### config.mk
export PLATFORM = sky130hd
export DESIGN_NAME = instr_prefetch_buffer
export DESIGN_NICKNAME = d
export VERILOG_FILES = /design/src/rtl/instr_prefetch_buffer.sv
export SDC_FILE = /design/constraint.sdc
export NUM_CORES = 1
export LEC_CHECK = 0
export CAP_MARGIN = 5
export CORE_ASPECT_RATIO = 0.75
export CORE_MARGIN = 2
export CORE_UTILIZATION = 53
export CTS_CLUSTER_DIAMETER = 120
export DETAILED_ROUTE_END_ITERATION = 10
export GPL_TIMING_DRIVEN = 0
export MAX_ROUTING_LAYER = met4
export PLACE_DENSITY_LB_ADDON = 0.3
export SYNTH_ARGS = -nofsm -noshare
export SYNTH_HDL_FRONTEND = slang
export SYNTH_SLANG_ARGS = --single-unit
### constraint.sdc
create_clock -name clock -period 3.3 [get_ports clock]
set_input_delay 0.66 -clock clock [delete_from_list [all_inputs] [get_ports clock]]
set_output_delay 0.66 -clock clock [all_outputs]
set_load 0.01 [all_outputs]
### src/rtl/instr_prefetch_buffer.sv
// Sequential instruction prefetcher: fetches words ahead of the CPU into a small
// {pc, instr} FIFO and flushes/refetches whenever the CPU pc leaves the predicted stream.
module instr_prefetch_buffer #(
  parameter int          DEPTH    = 4,
  parameter logic [31:0] RESET_PC = 32'h0000_0000
) (
  input  logic        clock,
  input  logic        reset_n,
  input  logic [31:0] cpu_pc,
  input  logic        cpu_take,
  output logic [31:0] i_datain,
  output logic        i_hit,
  output logic        mem_req,
  output logic [31:0] mem_addr,
  input  logic        mem_ack,
  input  logic [31:0] mem_rdata
);

  localparam int PTR_W = (DEPTH > 1) ? $clog2(DEPTH) : 1;
  localparam int CNT_W = PTR_W + 1;

  typedef enum logic [1:0] {
    IDLE  = 2'd0,
    BUSY  = 2'd1,
    FLUSH = 2'd2
  } state_t;

  state_t             state_r;
  state_t             state_nxt_s;
  logic [31:0]        fetch_pc_r;
  logic [31:0]        mem_addr_r;
  logic [31:0]        pc_q_r    [DEPTH];
  logic [31:0]        instr_q_r [DEPTH];
  logic [PTR_W-1:0]   rd_ptr_r;
  logic [PTR_W-1:0]   wr_ptr_r;
  logic [CNT_W-1:0]   count_r;

  logic               head_valid_s;
  logic [31:0]        exp_pc_s;
  logic               redirect_s;
  logic               pop_s;
  logic               push_s;
  logic               issue_s;

  // Zero-latency hit path from FIFO head, plus the predicted-stream comparison.
  always_comb begin
    head_valid_s = (count_r != {CNT_W{1'b0}});
    i_hit        = head_valid_s && (pc_q_r[rd_ptr_r] == cpu_pc);
    if (i_hit) begin
      i_datain = instr_q_r[rd_ptr_r];
    end else begin
      i_datain = 32'h0000_0000;
    end
    if (head_valid_s) begin
      exp_pc_s = pc_q_r[rd_ptr_r];
    end else if (state_r == BUSY) begin
      exp_pc_s = mem_addr_r;
    end else begin
      exp_pc_s = fetch_pc_r;
    end
    redirect_s = (cpu_pc != exp_pc_s);
    pop_s      = cpu_take && i_hit;
  end

  // Next-state logic; a redirect never issues and suppresses the push of in-flight data.
  always_comb begin
    state_nxt_s = state_r;
    issue_s     = 1'b0;
    push_s      = 1'b0;
    case (state_r)
      IDLE: begin
        if (!redirect_s && (count_r < CNT_W'(DEPTH))) begin
          issue_s     = 1'b1;
          state_nxt_s = BUSY;
        end else begin
          state_nxt_s = IDLE;
        end
      end
      BUSY: begin
        if (mem_ack) begin
          push_s      = !redirect_s;
          state_nxt_s = IDLE;
        end else if (redirect_s) begin
          state_nxt_s = FLUSH;
        end else begin
          state_nxt_s = BUSY;
        end
      end
      FLUSH: begin
        if (mem_ack) begin
          state_nxt_s = IDLE;
        end else begin
          state_nxt_s = FLUSH;
        end
      end
      default: begin
        state_nxt_s = IDLE;
      end
    endcase
  end

  // Memory interface outputs decoded from registered state.
  always_comb begin
    mem_addr = mem_addr_r;
    case (state_r)
      BUSY:    mem_req = 1'b1;
      FLUSH:   mem_req = 1'b1;
      default: mem_req = 1'b0;
    endcase
  end

  // State register.
  always_ff @(posedge clock or negedge reset_n) begin
    if (!reset_n) begin
      state_r <= IDLE;
    end else begin
      state_r <= state_nxt_s;
    end
  end

  // Fetch pointer and request address.
  always_ff @(posedge clock or negedge reset_n) begin
    if (!reset_n) begin
      fetch_pc_r <= RESET_PC;
      mem_addr_r <= 32'h0000_0000;
    end else begin
      if (redirect_s) begin
        fetch_pc_r <= cpu_pc;
      end else if (push_s) begin
        fetch_pc_r <= fetch_pc_r + 32'd4;
      end
      if (issue_s) begin
        mem_addr_r <= fetch_pc_r;
      end
    end
  end

  // FIFO storage, pointers and occupancy; issue gating on count keeps pushes from overflowing.
  always_ff @(posedge clock or negedge reset_n) begin
    if (!reset_n) begin
      rd_ptr_r <= {PTR_W{1'b0}};
      wr_ptr_r <= {PTR_W{1'b0}};
      count_r  <= {CNT_W{1'b0}};
      for (int i = 0; i < DEPTH; i++) begin
        pc_q_r[i]    <= 32'h0000_0000;
        instr_q_r[i] <= 32'h0000_0000;
      end
    end else if (redirect_s) begin
      rd_ptr_r <= {PTR_W{1'b0}};
      wr_ptr_r <= {PTR_W{1'b0}};
      count_r  <= {CNT_W{1'b0}};
    end else begin
      if (push_s) begin
        pc_q_r[wr_ptr_r]    <= mem_addr_r;
        instr_q_r[wr_ptr_r] <= mem_rdata;
        wr_ptr_r            <= wr_ptr_r + PTR_W'(1);
      end
      if (pop_s) begin
        rd_ptr_r <= rd_ptr_r + PTR_W'(1);
      end
      case ({push_s, pop_s})
        2'b10:   count_r <= count_r + CNT_W'(1);
        2'b01:   count_r <= count_r - CNT_W'(1);
        default: count_r <= count_r;
      endcase
    end
  end

endmodule

Fig. 1: clock wiring as the flow saved it
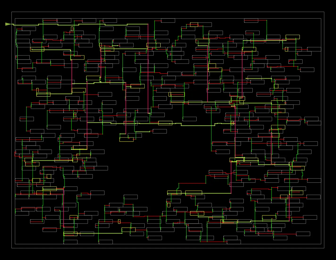
clock buffers: 50
worst clock skew: 0.0342 ns
clock latency reported for the late side of the worst-skew pair: 0.53 ns

Fig. 2: selected gate families
Bar = 50 um.
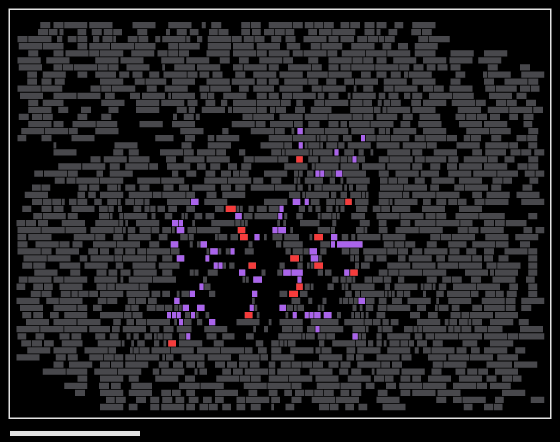
- red: AND-OR and OR-AND gates (cells 14)
- purple: inverting AOI/OAI gates (cells 62; most used o21ai_0)

==> sequential cells by signal, indices dropped and copies added, names as in the netlist <==
signal      cells
mem_addr       32
fetch_pc_r     32
pc_q_r        128
rd_ptr_r        2
wr_ptr_r        2
state_r         2
instr_q_r     128
count_r         3
==> worst paths after layout <==
path	endpoint	slack (ns)	depth (start not counted)
max	i_datain[16]	-0.83	12
min	pc_q_r[120]	0.17	1
max reg2reg	pc_q_r[112]	-0.73	12
min reg2reg	instr_q_r[42]	0.50	1
max in group asynchronous	pc_q_r[74]	2.02	2
min in group clock	instr_q_r[42]	0.50	1
==> cell type report <==
class,instances,area [um^2],area share
clock buffers,50,1000,0.0493
well taps,399,499,0.0246
inverters,24,93.8,0.00462
flip-flops and latches,329,8230,0.405
multi-input cells,794,8230,0.405
clock inverters,7,68.8,0.00339
plain buffers,72,587,0.0289
repair buffers,156,1610,0.0791
==> logic make-up after synthesis <==
group / count (synthesis) / synth area share
compound gates: 76 / 0.0320
mux: 441 / 0.330
flops: 329 / 0.499
fa+ha+maj: 11 / 0.00880
buf+inv: 100 / 0.0257
xor+xnor: 74 / 0.0393
simple gates: 192 / 0.0647
==> per-stage QoR <==
| step | total power, mW | area (um^2) | instances | setup WS (ns) | hold WS (ns) |
|---|---|---|---|---|---|
| floorplan | 4.28 | 16500 | 1223 | 0.00284 | 0.364 |
| global placement | 4.54 | 18300 | 1753 | -12.64 | 0.482 |
| detailed placement | 4.55 | 18400 | 1755 | -1.96 | 0.488 |
| CTS | 8.32 | 20100 | 1829 | -0.842 | 0.234 |
| global route | 8.56 | 20300 | 1831 | -0.946 | 0.268 |
| finish | 8.27 | 20300 | 1831 | -0.832 | 0.172 |
==> impl_metrics.env <==
# yosys + openroad results
export IMPL_grtUsageMet1=0.444
export IMPL_timing_max_transition_violations_final=0
export IMPL_finish_utilization=0.668
export IMPL_cts_hold_fix_buffers=0
export IMPL_power_switching_fraction=0.226
export IMPL_synth_flop_count=329
export IMPL_mappedNetlistArea_um2=16500
export IMPL_chip_area_um2=32500
export IMPL_critPathTopFamily="buffers and inverters"
export IMPL_async_set_or_reset_flop_fraction_in_the_synthesized_netlist=1.00
export IMPL_enable_flop_cells=0
export IMPL_drt_pre_antenna_iters=5
export IMPL_post_cts_resized=280
export IMPL_core_area_um2=30400
export IMPL_final_period_minus_worst_setup_slack_ns=4.13
export IMPL_yosys_stat_cells=1223
export IMPL_fraction_of_layout_cells_with_a_size_suffix_above_1=0.418
export IMPL_clock_sinks=329
export IMPL_power_top_consumer="sequential cells"
export IMPL_cts_tree="built"
export IMPL_number_of_global_route_vias_before_repair=11718
export IMPL_report_final_hold_viol_count=0
export IMPL_timing_critical_path_slowest_stage_cell="sky130_fd_sc_hd__mux4_2"
export IMPL_yosysWarnings=0
export IMPL_timing_worst_slew_pin_value_ns=0.899
export IMPL_cts_buffers=35
export IMPL_setup_ws_ns=-0.832
export IMPL_ys_types=60
export IMPL_comb_power_share=0.050
export IMPL_most_common_layout_cells="329 x sky130_fd_sc_hd__dfrtp_1, 322 x sky130_fd_sc_hd__mux2_2, 97 x sky130_fd_sc_hd__clkdlybuf4s50_1, 64 x sky130_fd_sc_hd__mux2i_1, 53 x sky130_fd_sc_hd__xnor2_1"
export IMPL_area_leaders="sky130_fd_sc_hd__dfrtp_1 50%, sky130_fd_sc_hd__mux2_2 22%, sky130_fd_sc_hd__mux4_2 6.8%, sky130_fd_sc_hd__mux2i_1 4.2%, sky130_fd_sc_hd__xnor2_1 2.9%"
export IMPL_antenna_violating_nets_post_route=0
export IMPL_cellInternalPower_mw=6.40
export IMPL_vdd_drop_max_mv=0.424
export IMPL_max_root_sink_buffers=3
export IMPL_outcome="complete, but fails checks"
export IMPL_path_cells="buf_12, buf_12, mux4_2, xor2_4, nor4_4, o21a_1, nor4bb_2, buf_4, buf_6, buf_8, and3_4, buf_6"
export IMPL_use_met2=0.435
export IMPL_switchingPower_mw=1.87
export IMPL_synth_cells=1223
export IMPL_worst_setup_hold_path_clk_slew_ns=0.06
export IMPL_grt_busiest_layer="met1"
export IMPL_floorplan_rows=55
export IMPL_vias=11299
export IMPL_power_sequential_fraction=0.494
export IMPL_top_area_frac=0.499
export IMPL_sequentialPower_mw=4.08
export IMPL_power_leakage_nw=9.38
export IMPL_critPathLaunch="rd_ptr_r[0]"
export IMPL_first_iter_violations=987
export IMPL_ys_top_cells_by_count="329 x sky130_fd_sc_hd__dfrtp_1, 322 x sky130_fd_sc_hd__mux2_2, 69 x sky130_fd_sc_hd__mux2i_1"
export IMPL_h_tree_levels=2
export IMPL_crit_fanout=6
export IMPL_timing_max_cap_violations=0
export IMPL_startpoint_type="register"
export IMPL_fin_setup_tns_ns=-240.29
export IMPL_unrepaired_setup_endpoints_after_global_routing="yes"
export IMPL_floorplan_initialDensity=0.542
export IMPL_finalSetupViolations=362
export IMPL_highest_signal_layer="met4"
export IMPL_violated_checks="negative setup slack"
export IMPL_seq_area_frac_synth=0.499
export IMPL_peak_per_stage_delay_on_the_critical_path_ns=0.56
export IMPL_detail_route_wirelength_met1_um=21900
export IMPL_globalplace_congestion=0.976
export IMPL_postCtsSetupBuffers=19
export IMPL_routedWlPerCell_um=25.8
export IMPL_yosysMostFrequentCell="sky130_fd_sc_hd__dfrtp_1"
export IMPL_critical_path_buf_inv_count=6
export IMPL_grt_first_pass_wirelength_um=72400
export IMPL_clock_power_share=0.456
export IMPL_fp_dieW_um=208
export IMPL_final_nets=1491
export IMPL_critical_path_arrival_ns=3.47
export IMPL_routed_vias_inst=6.17
export IMPL_reg2reg_from="rd_ptr_r[1]"
export IMPL_max_slew_margin_rel=0.400
export IMPL_critical_path_class="reg -> out"
export IMPL_num_io_pins=134
Power and IR drop assume default switching activity.
